**Clock nets**

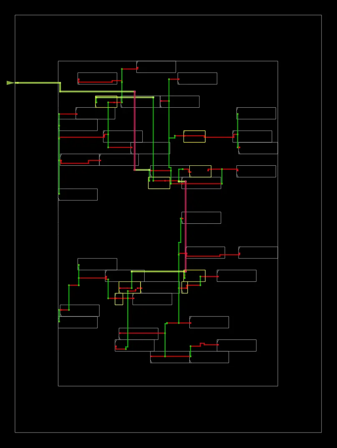
**Signal wires on met3**

Drawn at 4 px/micron.
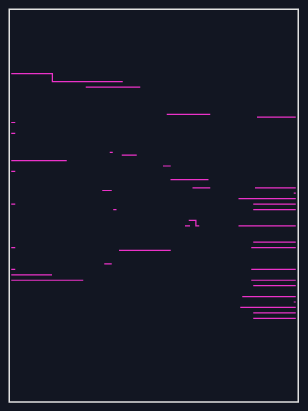
`config.mk`:
```
export PLATFORM = sky130hd
export DESIGN_NAME = scan_sequencer
export DESIGN_NICKNAME = d
export VERILOG_FILES = /design/src/rtl/scan_sequencer.sv
export SDC_FILE = /design/constraint.sdc
export NUM_CORES = 1
export LEC_CHECK = 0
export CORE_ASPECT_RATIO = 1.5
export CORE_MARGIN = 10
export CORE_UTILIZATION = 44
export DETAILED_ROUTE_END_ITERATION = 6
export PLACE_DENSITY = 0.71
export SKIP_LAST_GASP = 1
export SLEW_MARGIN = 20
export SYNTH_ARGS = -nofsm -noshare
export SYNTH_HDL_FRONTEND = slang
export SYNTH_SLANG_ARGS = --single-unit
export TNS_END_PERCENT = 50
```
`constraint.sdc`:
```
create_clock -name clock -period 2.85 [get_ports clock]
set_clock_uncertainty 0.2 [all_clocks]
set_input_delay 0.4275 -clock clock [delete_from_list [all_inputs] [get_ports clock]]
set_output_delay 0.4275 -clock clock [all_outputs]
set_load 0.05 [all_outputs]
```
`src/rtl/scan_sequencer.sv`:
```
// Frame sequencer for the mapping datapath: position read, scan fetch, round-robin engine dispatch, drain.
// Optional stall watchdog on WAIT_SLOT/DRAIN is built when SCAN_WATCHDOG_EN is defined.
module scan_sequencer #(
   parameter int  NUM_ENGINES     = 2,
   parameter int  MEM_LATENCY     = 1,
   parameter int  SCAN_CNT_W      = 16,
   parameter int  WATCHDOG_CYCLES = 4096,
   localparam int PTR_W           = (NUM_ENGINES > 1) ? $clog2(NUM_ENGINES) : 1
) (
   input  logic                   clock,
   input  logic                   reset_n,
   input  logic                   start,
   input  logic                   continuous,
   input  logic                   scan_done,
   input  logic                   simulation_done,
   output logic                   address_enable,
   output logic                   address_reset,
   output logic                   position_enable,
   output logic [NUM_ENGINES-1:0] engine_start,
   input  logic [NUM_ENGINES-1:0] engine_busy,
   output logic [PTR_W-1:0]       engine_select,
   output logic                   use_engine_indices,
   output logic                   zero_occupancy_grid,
   input  logic                   occupancy_busy,
   output logic                   frame_done,
   output logic [SCAN_CNT_W-1:0]  scans_processed,
   output logic                   watchdog_error,
   output logic [3:0]             state_dbg
);

   typedef enum logic [3:0] {
      S_CLEAR     = 4'd0,
      S_IDLE      = 4'd1,
      S_WAIT_POS  = 4'd2,
      S_READ_POS  = 4'd3,
      S_FETCH     = 4'd4,
      S_WAIT_SCAN = 4'd5,
      S_DISPATCH  = 4'd6,
      S_WAIT_SLOT = 4'd7,
      S_DRAIN     = 4'd8
   } state_t;

   localparam int               LAT_W      = 3;
   localparam logic [LAT_W-1:0] LAT_RELOAD = LAT_W'(MEM_LATENCY - 1);
   localparam logic [PTR_W-1:0] PTR_LAST   = PTR_W'(NUM_ENGINES - 1);

   if (NUM_ENGINES < 1 || NUM_ENGINES > 8) begin : g_bad_engines
      $error("scan_sequencer: NUM_ENGINES must be 1..8");
   end
   if (MEM_LATENCY < 1 || MEM_LATENCY > 4) begin : g_bad_latency
      $error("scan_sequencer: MEM_LATENCY must be 1..4");
   end
   if (WATCHDOG_CYCLES < 1) begin : g_bad_watchdog
      $error("scan_sequencer: WATCHDOG_CYCLES must be positive");
   end

   state_t                  state_q, state_d;
   logic [1:0]              start_hist_q, start_hist_d;
   logic [LAT_W-1:0]        lat_q, lat_d;
   logic [PTR_W-1:0]        ptr_q, ptr_d;
   logic [SCAN_CNT_W-1:0]   scans_q, scans_d;
   logic                    sim_end_q, sim_end_d;
   logic                    address_enable_q, address_enable_d;
   logic                    address_reset_q, address_reset_d;
   logic                    position_enable_q, position_enable_d;
   logic                    zero_grid_q, zero_grid_d;
   logic                    frame_done_q, frame_done_d;
   logic                    use_idx_q, use_idx_d;
   logic [NUM_ENGINES-1:0]  engine_start_q, engine_start_d;

   logic start_edge, slot_free, drained, lat_done, dispatch_now, frame_end, wd_trip;

   assign start_edge   = (start_hist_q == 2'b01);
   assign slot_free    = !engine_busy[ptr_q];
   assign drained      = (engine_busy == '0) && !occupancy_busy;
   assign lat_done     = (lat_q == '0);
   assign dispatch_now = ((state_q == S_DISPATCH) || (state_q == S_WAIT_SLOT)) && slot_free;
   assign frame_end    = (state_q == S_DRAIN) && drained;

`ifdef SCAN_WATCHDOG_EN
   localparam int WD_W = $clog2(WATCHDOG_CYCLES + 1);

   logic [WD_W-1:0] wd_q, wd_d;
   logic            wd_err_q, wd_err_d;
   logic            stalled;

   assign stalled = ((state_q == S_WAIT_SLOT) && !slot_free) || ((state_q == S_DRAIN) && !drained);
   assign wd_trip = stalled && (wd_q == WD_W'(WATCHDOG_CYCLES - 1));

   always_comb begin
      wd_d     = stalled ? wd_q + 1'b1 : '0;
      wd_err_d = wd_err_q | wd_trip;
   end

   always_ff @(posedge clock or negedge reset_n) begin
      if (!reset_n) begin
         wd_q     <= '0;
         wd_err_q <= 1'b0;
      end else begin
         wd_q     <= wd_d;
         wd_err_q <= wd_err_d;
      end
   end

   assign watchdog_error = wd_err_q;
`else
   assign wd_trip        = 1'b0;
   assign watchdog_error = 1'b0;
`endif

   // Every output is a flop so that reset forces all of them low, including the CLEAR strobes.
   always_ff @(posedge clock or negedge reset_n) begin
      if (!reset_n) begin
         state_q           <= S_CLEAR;
         start_hist_q      <= 2'b00;
         lat_q             <= '0;
         ptr_q             <= '0;
         scans_q           <= '0;
         sim_end_q         <= 1'b0;
         address_enable_q  <= 1'b0;
         address_reset_q   <= 1'b0;
         position_enable_q <= 1'b0;
         zero_grid_q       <= 1'b0;
         frame_done_q      <= 1'b0;
         use_idx_q         <= 1'b0;
         engine_start_q    <= '0;
      end else begin
         state_q           <= state_d;
         start_hist_q      <= start_hist_d;
         lat_q             <= lat_d;
         ptr_q             <= ptr_d;
         scans_q           <= scans_d;
         sim_end_q         <= sim_end_d;
         address_enable_q  <= address_enable_d;
         address_reset_q   <= address_reset_d;
         position_enable_q <= position_enable_d;
         zero_grid_q       <= zero_grid_d;
         frame_done_q      <= frame_done_d;
         use_idx_q         <= use_idx_d;
         engine_start_q    <= engine_start_d;
      end
   end

   always_comb begin
      state_d = state_q;
      case (state_q)
         S_CLEAR:     state_d = S_IDLE;
         S_IDLE:      if (start_edge && !occupancy_busy) state_d = S_WAIT_POS;
         S_WAIT_POS:  if (lat_done) state_d = S_READ_POS;
         S_READ_POS:  state_d = S_FETCH;
         S_FETCH:     state_d = S_WAIT_SCAN;
         S_WAIT_SCAN: begin
            if (lat_done) state_d = (scan_done || simulation_done) ? S_DRAIN : S_DISPATCH;
         end
         S_DISPATCH:  state_d = slot_free ? S_FETCH : S_WAIT_SLOT;
         // Only the engine under the pointer is eligible; a free neighbour is never taken instead.
         S_WAIT_SLOT: begin
            if (slot_free)    state_d = S_FETCH;
            else if (wd_trip) state_d = S_IDLE;
         end
         S_DRAIN: begin
            if (drained)      state_d = (continuous && !sim_end_q) ? S_WAIT_POS : S_IDLE;
            else if (wd_trip) state_d = S_IDLE;
         end
         default:     state_d = S_CLEAR;
      endcase
   end

   always_comb begin
      address_reset_d   = (state_q == S_CLEAR);
      zero_grid_d       = (state_q == S_CLEAR);
      position_enable_d = (state_q == S_READ_POS);
      address_enable_d  = (state_q == S_FETCH);
      frame_done_d      = frame_end;
      use_idx_d         = (state_q == S_DISPATCH) || (state_q == S_WAIT_SLOT) ||
                          (state_q == S_DRAIN) || (|engine_busy);
      engine_start_d    = '0;
      ptr_d             = ptr_q;
      scans_d           = scans_q;
      if (dispatch_now) begin
         engine_start_d = NUM_ENGINES'(1) << ptr_q;
         ptr_d          = (ptr_q == PTR_LAST) ? '0 : ptr_q + 1'b1;
         if (scans_q != {SCAN_CNT_W{1'b1}}) scans_d = scans_q + 1'b1;
      end
      if (state_q == S_CLEAR) scans_d = '0;

      // Memory-wait down-counter: preloaded outside the wait states, counts down inside them.
      if (((state_q == S_WAIT_POS) || (state_q == S_WAIT_SCAN)) && !lat_done) lat_d = lat_q - 1'b1;
      else                                                                     lat_d = LAT_RELOAD;

      // End-of-simulation is captured with the scan verdict so DRAIN decides on it later.
      sim_end_d = sim_end_q;
      if ((state_q == S_WAIT_SCAN) && lat_done) sim_end_d = simulation_done;

      start_hist_d = {start_hist_q[0], start};
   end

   assign address_enable      = address_enable_q;
   assign address_reset       = address_reset_q;
   assign position_enable     = position_enable_q;
   assign zero_occupancy_grid = zero_grid_q;
   assign frame_done          = frame_done_q;
   assign use_engine_indices  = use_idx_q;
   assign engine_start        = engine_start_q;
   assign engine_select       = ptr_q;
   assign scans_processed     = scans_q;
   assign state_dbg           = state_q;

endmodule

```
==> impl_metrics.json <==
{
  "status": "complete, no violations",
  "path_delay_family": "buffers and inverters",
  "grt_pass1_wl_mm": 7.28,
  "hp-class": "reg2reg",
  "synthesis.area_sq_um": 1780,
  "antenna_found_initial": 0,
  "r2r-end": "scans_processed[7]",
  "die.size.x_microns": 71.9,
  "final.setup.tns_ns": 0,
  "fp.dieArea_sq_um": 7030,
  "p_leak_uw": 0.000932,
  "num_vias": 1531,
  "rsz0062_at_grt": "false",
  "edf_count": 0,
  "p_per_area_nw_per_um2": 820,
  "top_cells_by_count": "34 x dfrtp_1, 21 x nand2_1, 14 x nand3_1",
  "overflow": 0,
  "cts.htree.levels": 2,
  "reg2reg_from": "state_dbg[2]",
  "warning_count": 27,
  "crit_chain": "clkdlybuf4s50_1",
  "critPathMaxStageDelay_ns": 0.88,
  "place_inst": 262,
  "syn_nets": 196,
  "gp_congestion": 0.904,
  "setup_viol": 0,
  "ys_ff": 34,
  "dp.final_hpwl_mm": 3.17,
  "crit_arrival_ns": 1.72
}
About 'clock nets':
clock buffer count from CTS: 5
Clk. pwr: 369 uW
CLK BUF: 7

About 'signal wires on met3':
main direction: horizontal
share of all routed wire: 7.3%
wire length on this layer: 308 microns

-- flip-flops by register name, indices dropped and copies added (netlist names) --
signal,count
sim_end_q,1
state_dbg,4
position_enable,1
frame_done,1
use_engine_indices,1
scans_processed,16
address_enable,1
zero_occupancy_grid,1
engine_select,1
engine_start,2
start_hist_q,2
lat_q,3
-- worst min path at each step --
stage	start	endpoint	slack (ns)	depth (start not counted)
after floorplan	reset_n	address_enable	-0.07	0
after global placement	start_hist_q[0]	start_hist_q[1]	0.16	0
after detailed placement	start_hist_q[0]	start_hist_q[1]	0.17	0
after CTS	start_hist_q[0]	start_hist_q[1]	0.18	0
after global routing	start_hist_q[0]	start_hist_q[1]	0.19	0
final	start_hist_q[0]	start_hist_q[1]	0.18	0
-- power by group --
| group | internal (uW) | switching (uW) | total, uW |
|---|---|---|---|
| logic | 297 | 559 | 857 |
| registers | 556 | 78.0 | 634 |
| clock network | 195 | 174 | 369 |
-- layout by cell type, fill, tap and decap left out, types with 2 or more instances in the layout --
master | Yosys | routed
a21oi_1 | 10 | 10
a21oi_2 | 2 | 2
buf_4 | 4 | 3
clkbuf_8 | 0 | 6
clkdlybuf4s50_1 | 0 | 37
dfrtp_1 | 34 | 34
ha_1 | 3 | 3
inv_1 | 8 | 8
mux2i_1 | 3 | 3
nand2_1 | 21 | 21
nand2b_1 | 3 | 3
nand3_1 | 14 | 14
nand3b_1 | 2 | 2
nand4_1 | 4 | 4
nor2_1 | 13 | 13
nor2b_1 | 4 | 4
nor3_1 | 5 | 5
nor4_1 | 2 | 2
o211ai_1 | 2 | 2
o21ai_0 | 5 | 5
o21ai_1 | 5 | 5
o311ai_1 | 3 | 3
o31ai_1 | 2 | 2
or3_1 | 4 | 4
or4_1 | 4 | 4
xnor2_1 | 2 | 2
-- cells by family (layout without fill, tap and decap cells) --
group                    count (synthesis)  count (layout)  share of synthesized area (%)
AND-OR/OR-AND                           37              37                           14.5
XOR/XNOR                                 3               3                           1.48
adder cells (fa/ha/maj)                  3               3                           2.11
buffers and inverters                   16              57                           4.72
flip-flops                              34              34                           47.9
multiplexers                             6               6                           4.23
other                                    1               1                          0.211
AND/OR/NAND/NOR                         84              84                           24.9
-- per-stage QoR --
stage	utilization (%)	setup WS (ns)	cell area (sq um)
after detailed placement	55.5	0.222	2180
after global routing	57.8	0.291	2270
final	57.8	0.501	2270
after floorplan	-	0.354	1780
after CTS	57.8	0.480	2270
after global placement	55.5	0.256	2180
-- area by class of cell --
class	count	area [sq um]	share of cell area, %
sequential	34	851	37.5
multi-input combinational	134	842	37.1
timing repair buffer	40	393	17.3
clock buffer	7	86.3	3.81
tap	45	56.3	2.48
inverter	9	33.8	1.49
clock inverter	1	5.00	0.221
-- metal layers --
layer / wire length (microns) / GRT usage, %
met1: 1690 / 14.1
met2: 2150 / 20.2
met3: 307 / 4.76
met4: 73 / 5.53
met5: 0 / 0
No activity file was given, so power comes from the tool's default toggle rates.
